**config.mk**
```make
export PLATFORM = sky130hd
export DESIGN_NAME = if_stage
export DESIGN_NICKNAME = d
export VERILOG_FILES = /design/src/rtl/if_stage.sv
export SDC_FILE = /design/constraint.sdc
export NUM_CORES = 1
export LEC_CHECK = 0
export ABC_CLOCK_PERIOD_IN_PS = 3180
export CORE_UTILIZATION = 50
export DETAILED_ROUTE_END_ITERATION = 8
export GPL_TIMING_DRIVEN = 1
export PLACE_DENSITY_LB_ADDON = 0.12
export RECOVER_POWER = 25
export SLEW_MARGIN = 20
export SYNTH_ARGS = -nofsm -noshare
export SYNTH_HDL_FRONTEND = slang
export SYNTH_SLANG_ARGS = --single-unit
```
**constraint.sdc**
```tcl
create_clock -name clk -period 3.18 [get_ports clk]
set_input_delay 0.318 -clock clk [delete_from_list [all_inputs] [get_ports clk]]
set_output_delay 0.318 -clock clk [all_outputs]
set_load 0.005 [all_outputs]
```
**src/rtl/if_stage.sv**
```systemverilog
// Instruction fetch stage: one-outstanding req/gnt/rvalid fetcher feeding id_stage through an
// output register plus a one-entry skid buffer, with redirect killing buffered/in-flight words.
module if_stage #(
  parameter logic [29:0] RESET_PC = 30'h0
) (
  input  logic        clk,
  input  logic        rst_l,
  input  logic        stall,
  input  logic        redirect,
  input  logic [29:0] redirect_pc,
  output logic        imem_req,
  output logic [29:0] imem_addr,
  input  logic        imem_gnt,
  input  logic        imem_rvalid,
  input  logic [31:0] imem_rdata,
  output logic [31:0] inst,
  output logic [29:0] if_pc,
  output logic        if_valid
);

  localparam logic [31:0] NopInst = 32'h00000013;

  typedef enum logic {StReq, StWait} state_e;

  state_e      state_q;
  logic [29:0] pc_q;
  logic [29:0] fpc_q;
  logic        discard_q;
  logic        out_valid_q;
  logic [31:0] out_inst_q;
  logic [29:0] out_pc_q;
  logic        skid_valid_q;
  logic [31:0] skid_inst_q;
  logic [29:0] skid_pc_q;
  logic        resp_ok;

  // A new request is only issued with the skid free, so a returning word always has a slot.
  assign imem_req  = rst_l && (state_q == StReq) && !skid_valid_q;
  assign imem_addr = pc_q;
  assign inst      = out_valid_q ? out_inst_q : NopInst;
  assign if_pc     = out_pc_q;
  assign if_valid  = out_valid_q;

  assign resp_ok = (state_q == StWait) && imem_rvalid && !discard_q && !redirect;

  always_ff @(posedge clk or negedge rst_l) begin
    if (!rst_l) begin
      state_q      <= StReq;
      pc_q         <= RESET_PC;
      fpc_q        <= RESET_PC;
      discard_q    <= 1'b0;
      out_valid_q  <= 1'b0;
      out_inst_q   <= NopInst;
      out_pc_q     <= RESET_PC;
      skid_valid_q <= 1'b0;
      skid_inst_q  <= NopInst;
      skid_pc_q    <= RESET_PC;
    end else begin
      unique case (state_q)
        StReq: begin
          if (imem_req && imem_gnt) begin
            state_q   <= StWait;
            fpc_q     <= pc_q;
            pc_q      <= redirect ? redirect_pc : pc_q + 30'd1;
            discard_q <= redirect;
          end else if (redirect) begin
            pc_q <= redirect_pc;
          end
        end
        StWait: begin
          if (imem_rvalid) begin
            state_q   <= StReq;
            discard_q <= 1'b0;
          end else if (redirect) begin
            discard_q <= 1'b1;
          end
          if (redirect) pc_q <= redirect_pc;
        end
        default: state_q <= StReq;
      endcase

      if (redirect) begin
        out_valid_q  <= 1'b0;
        skid_valid_q <= 1'b0;
      end else if (!stall) begin
        if (skid_valid_q) begin
          out_valid_q  <= 1'b1;
          out_inst_q   <= skid_inst_q;
          out_pc_q     <= skid_pc_q;
          skid_valid_q <= resp_ok;
          if (resp_ok) begin
            skid_inst_q <= imem_rdata;
            skid_pc_q   <= fpc_q;
          end
        end else if (resp_ok) begin
          out_valid_q <= 1'b1;
          out_inst_q  <= imem_rdata;
          out_pc_q    <= fpc_q;
        end else begin
          out_valid_q <= 1'b0;
        end
      end else if (resp_ok) begin
        if (!out_valid_q) begin
          out_valid_q <= 1'b1;
          out_inst_q  <= imem_rdata;
          out_pc_q    <= fpc_q;
        end else begin
          skid_valid_q <= 1'b1;
          skid_inst_q  <= imem_rdata;
          skid_pc_q    <= fpc_q;
        end
      end
    end
  end

endmodule
```
run_1/clocks.png
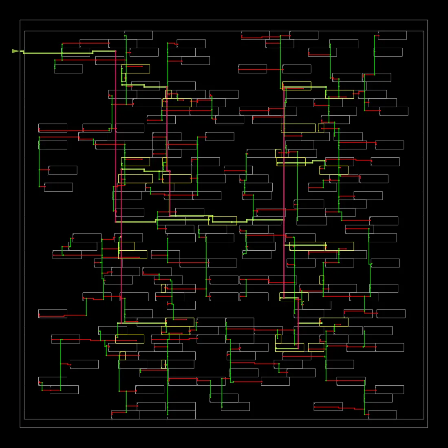
Clk power: 2.12 mW
number of clock-tree buffers in the layout: 24
Worst-Skew Late Latency: 0.43 ns
clock buffer count from CTS: 17
skew final: 0.00886 ns

run_1/io_placement.png
Pins as bars across the die edge, other pins in grey.
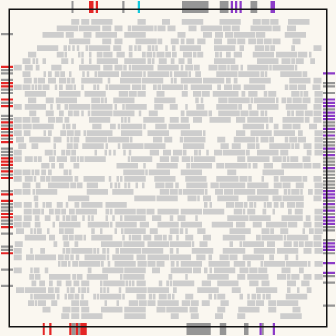
legend:
  purple:
    port: inst
    pins: 32
    direction: output
    edge: 25 east, 5 north, 2 south
  cyan:
    port: imem_rvalid
    pins: 1
    direction: input
    edge: north
  red:
    port: imem_addr
    pins: 30
    direction: output
    edge: 20 west, 7 south, 3 north
all pins by edge: 55 east, 48 west, 30 north, 29 south

==> reports/qor.log, run 1 <==
[status] result of the run complete, but fails checks
[status] violated checks slew limit
[power_and_ir_drop] switching power summed over all nets 1.70 mW
[route] Detailed Routing Iterations Pass 1 4
[logic_synthesis] total nets after synthesis 851
[worst_setup_path] CP endpoint kind flop
[cts] CTS tree done
[layout] multi-input combinational area share 32.1%
[logic_synthesis] area share of the largest cell type after synthesis 54.4%
[layout] share of final layout cell area taken by clock buffers and inverters 5.45%
[grt] total routing resource utilization after global routing 22.2%
[worst_setup_path] Critical Setup Path Class input port to flop
[timing] Final Hold Violating Endpoints 0
[worst_setup_path] Critical R2R Launch state_q
[logic_synthesis] Commonest cells post-synth dfrtp_1 (182), nand2_1 (165), o21ai_0 (82), mux2_2 (63), mux2i_1 (63)
[timing] final tally of max-slew violations 105
[timing] ratio of final minimum period to clock period 82.6%
[layout] Seq area share 43.8%
[layout] count of non-CTS inverters in the layout 7
[route] Top Layer Used met4
[power_and_ir_drop] proportion of power drawn by the clock network 32.5%
[layout] dominant kind of cell registers
[floorplanning] Taps Inserted 216
[worst_setup_path] largest incremental delay on the critical path 1.07 ns
[worst_setup_path] worst setup path end imem_addr[5]
[layout] registers with the most flip-flops out_inst_q: 32 flops, skid_inst_q: 32 flops
[power_and_ir_drop] power density cells 606 mW/mm2
[route] wire length on met3 899 um
[cts] Clk Tree Root Cell clkbuf_16
[logic_synthesis] Yosys Chip Area 0.00837 mm2
[grt] number of global-route vias before repair 6015
[grt] met1 Use GR 32.5%
[layout] commonest cells after routing, fill and taps aside dfrtp_1 (182), nand2_1 (165), clkdlybuf4s50_1 (128)
[layout] Storage cell area 0.00471 mm2
[layout] Non-clock buffers, area share 16.0%
run_1/logic_types.png
Scale bar: 50 um.
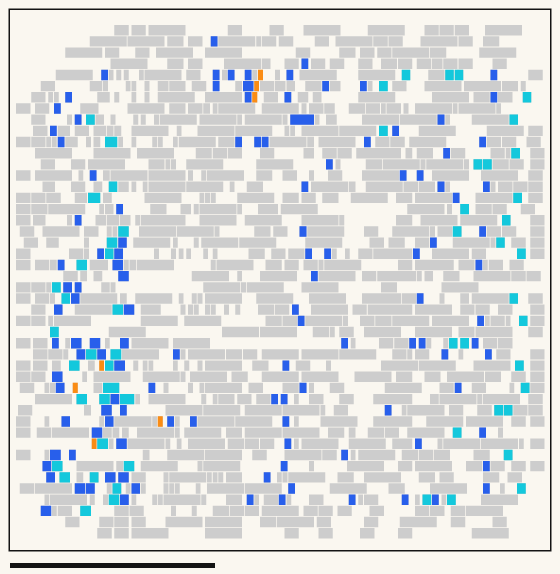
legend:
  blue:
    family: inverting AOI/OAI gates
    cells: 120
    where: widely spread
  orange:
    family: inverters
    cells: 7
  cyan:
    family: AND and OR gates
    cells: 57
    where: widely spread

run_1/flops_by_reg.png
Other sequential cells in the stronger grey, the rest of the logic in the fainter grey.
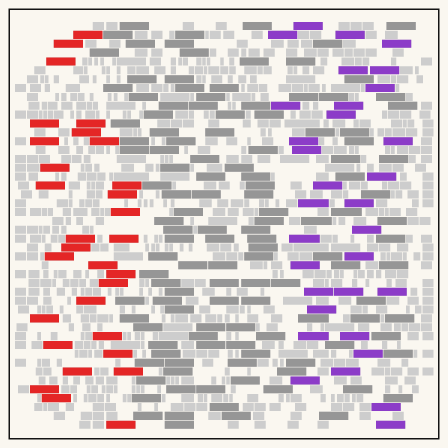
legend:
  purple:
    netlist_name: skid_inst_q
    sequential_cells: 32
    where: a vertical strip on the right
  red:
    netlist_name: imem_addr
    sequential_cells: 30
not coloured: 126

## Run 2: what changed since run 1
--- a/config.mk
+++ b/config.mk
@@ -5,8 +5,8 @@
 export SDC_FILE = /design/constraint.sdc
 export NUM_CORES = 1
 export LEC_CHECK = 0
-export ABC_CLOCK_PERIOD_IN_PS = 3180
-export CORE_UTILIZATION = 50
+export ABC_CLOCK_PERIOD_IN_PS = 2410
+export CORE_UTILIZATION = 47
 export DETAILED_ROUTE_END_ITERATION = 8
 export GPL_TIMING_DRIVEN = 1
 export PLACE_DENSITY_LB_ADDON = 0.12
==> constraint.sdc (replaced) <==
create_clock -name clk -period 2.41 [get_ports clk]
set_input_delay 0.241 -clock clk [delete_from_list [all_inputs] [get_ports clk]]
set_output_delay 0.241 -clock clk [all_outputs]
set_load 0.005 [all_outputs]
run_2/logic_types.png
Scale bar: 50 um.
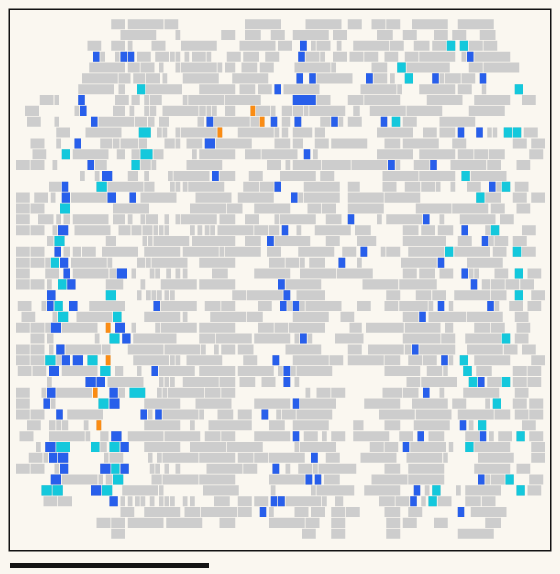
legend:
  cyan:
    family: AND and OR gates
    cells: 57
    where: widely spread
  blue:
    family: inverting AOI/OAI gates
    cells: 120
    where: widely spread
  orange:
    family: inverters
    cells: 7

run_2/clocks.png
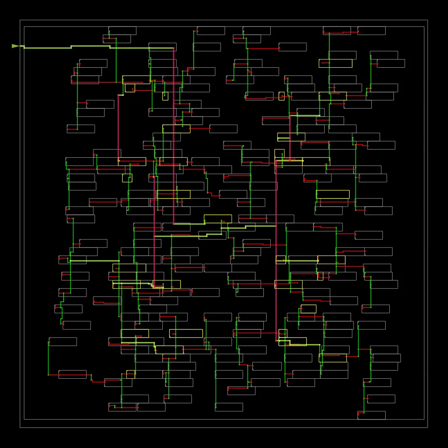
CTS sink cnt: 188
number of clock-tree buffers in the layout: 18
sequential cell count: 188

run_2/io_placement.png
Pins as bars across the die edge, other pins in grey.
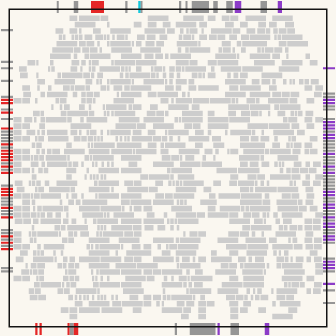
legend:
  cyan:
    port: imem_rvalid
    pins: 1
    direction: input
    edge: north
  red:
    port: imem_addr
    pins: 30
    direction: output
    edge: 19 west, 6 north, 5 south
  purple:
    port: inst
    pins: 32
    direction: output
    edge: 24 east, 5 north, 3 south
all pins by edge: 55 east, 45 west, 35 north, 27 south

==> reports/qor.log, run 2 <==
[hold_path] Worst Hold Path EP imem_addr[5]
[cts] Worst-Skew Late Latency 0.42 ns [about the same]
[route] Detailed Routing Iterations Pass 1 4 [unchanged]
[power_and_ir_drop] Clk power 3.04 mW [+43%]
[worst_setup_path] worst setup path end imem_addr[15]
[worst_setup_path] largest incremental delay on the critical path 0.60 ns [-0.47 ns]
[layout] multi-input combinational area share 31.5% [-0.57 points]
[timing] ratio of final minimum period to clock period 88.8%
[logic_synthesis] total nets after synthesis 851 [unchanged]
[status] result of the run completed
[logic_synthesis] area share of the largest cell type after synthesis 54.4% [unchanged]
[worst_setup_path] CP endpoint kind flop
[logic_synthesis] Yosys Chip Area 0.00837 mm2 [unchanged]
[layout] Non-clock buffers, area share 16.9% [+0.90 points]
[layout] registers with the most flip-flops out_inst_q: 32 flops, skid_inst_q: 32 flops
[worst_setup_path] Worst Setup SP rst_l
[grt] total routing resource utilization after global routing 21.7% [-0.51 points]
[power_and_ir_drop] switching power summed over all nets 2.34 mW [+38%]
[logic_synthesis] post-synthesis async set-or-reset flop share 100%
[logic_synthesis] number of instances in the synthesized netlist 782
[layout] dominant kind of cell registers
[logic_synthesis] Commonest cells post-synth dfrtp_1 (182), nand2_1 (165), o21ai_0 (82), mux2_2 (63), mux2i_1 (63)
[grt] met1 Use GR 30.7% [-1.8 points]
[timing] Final Hold Violating Endpoints 0 [unchanged]
[layout] Storage cell area 0.00471 mm2 [unchanged]
[route] Top Layer Used met4
[timing] skew final 0.00506 ns [-0.00380 ns]
[run] Max Cap Violations 0
[floorplanning] Taps Inserted 225 [+4.2%]
[timing] Setup WS post-layout 0.271 ns
[cts] post-CTS setup-driven buffer insertion count 0
[route] wire length on met3 752 um [-16%]
[grt] number of global-route vias before repair 6090 [+1.2%]
[layout] count of non-CTS inverters in the layout 7 [unchanged]
[cts] clock buffer count from CTS 17 [unchanged]
[layout] share of final layout cell area taken by clock buffers and inverters 5.96% [+0.51 points]
[power_and_ir_drop] proportion of power drawn by the clock network 33.8% [+1.3 points]
[worst_setup_path] Critical R2R Launch imem_addr[10]
[cts] Clk Tree Root Cell clkbuf_16
[timing] final tally of max-slew violations 0 [-100%]
[worst_setup_path] Critical Setup Path Class input port to flop
Power figures rest on the tool's default switching activity, not on a simulated workload.
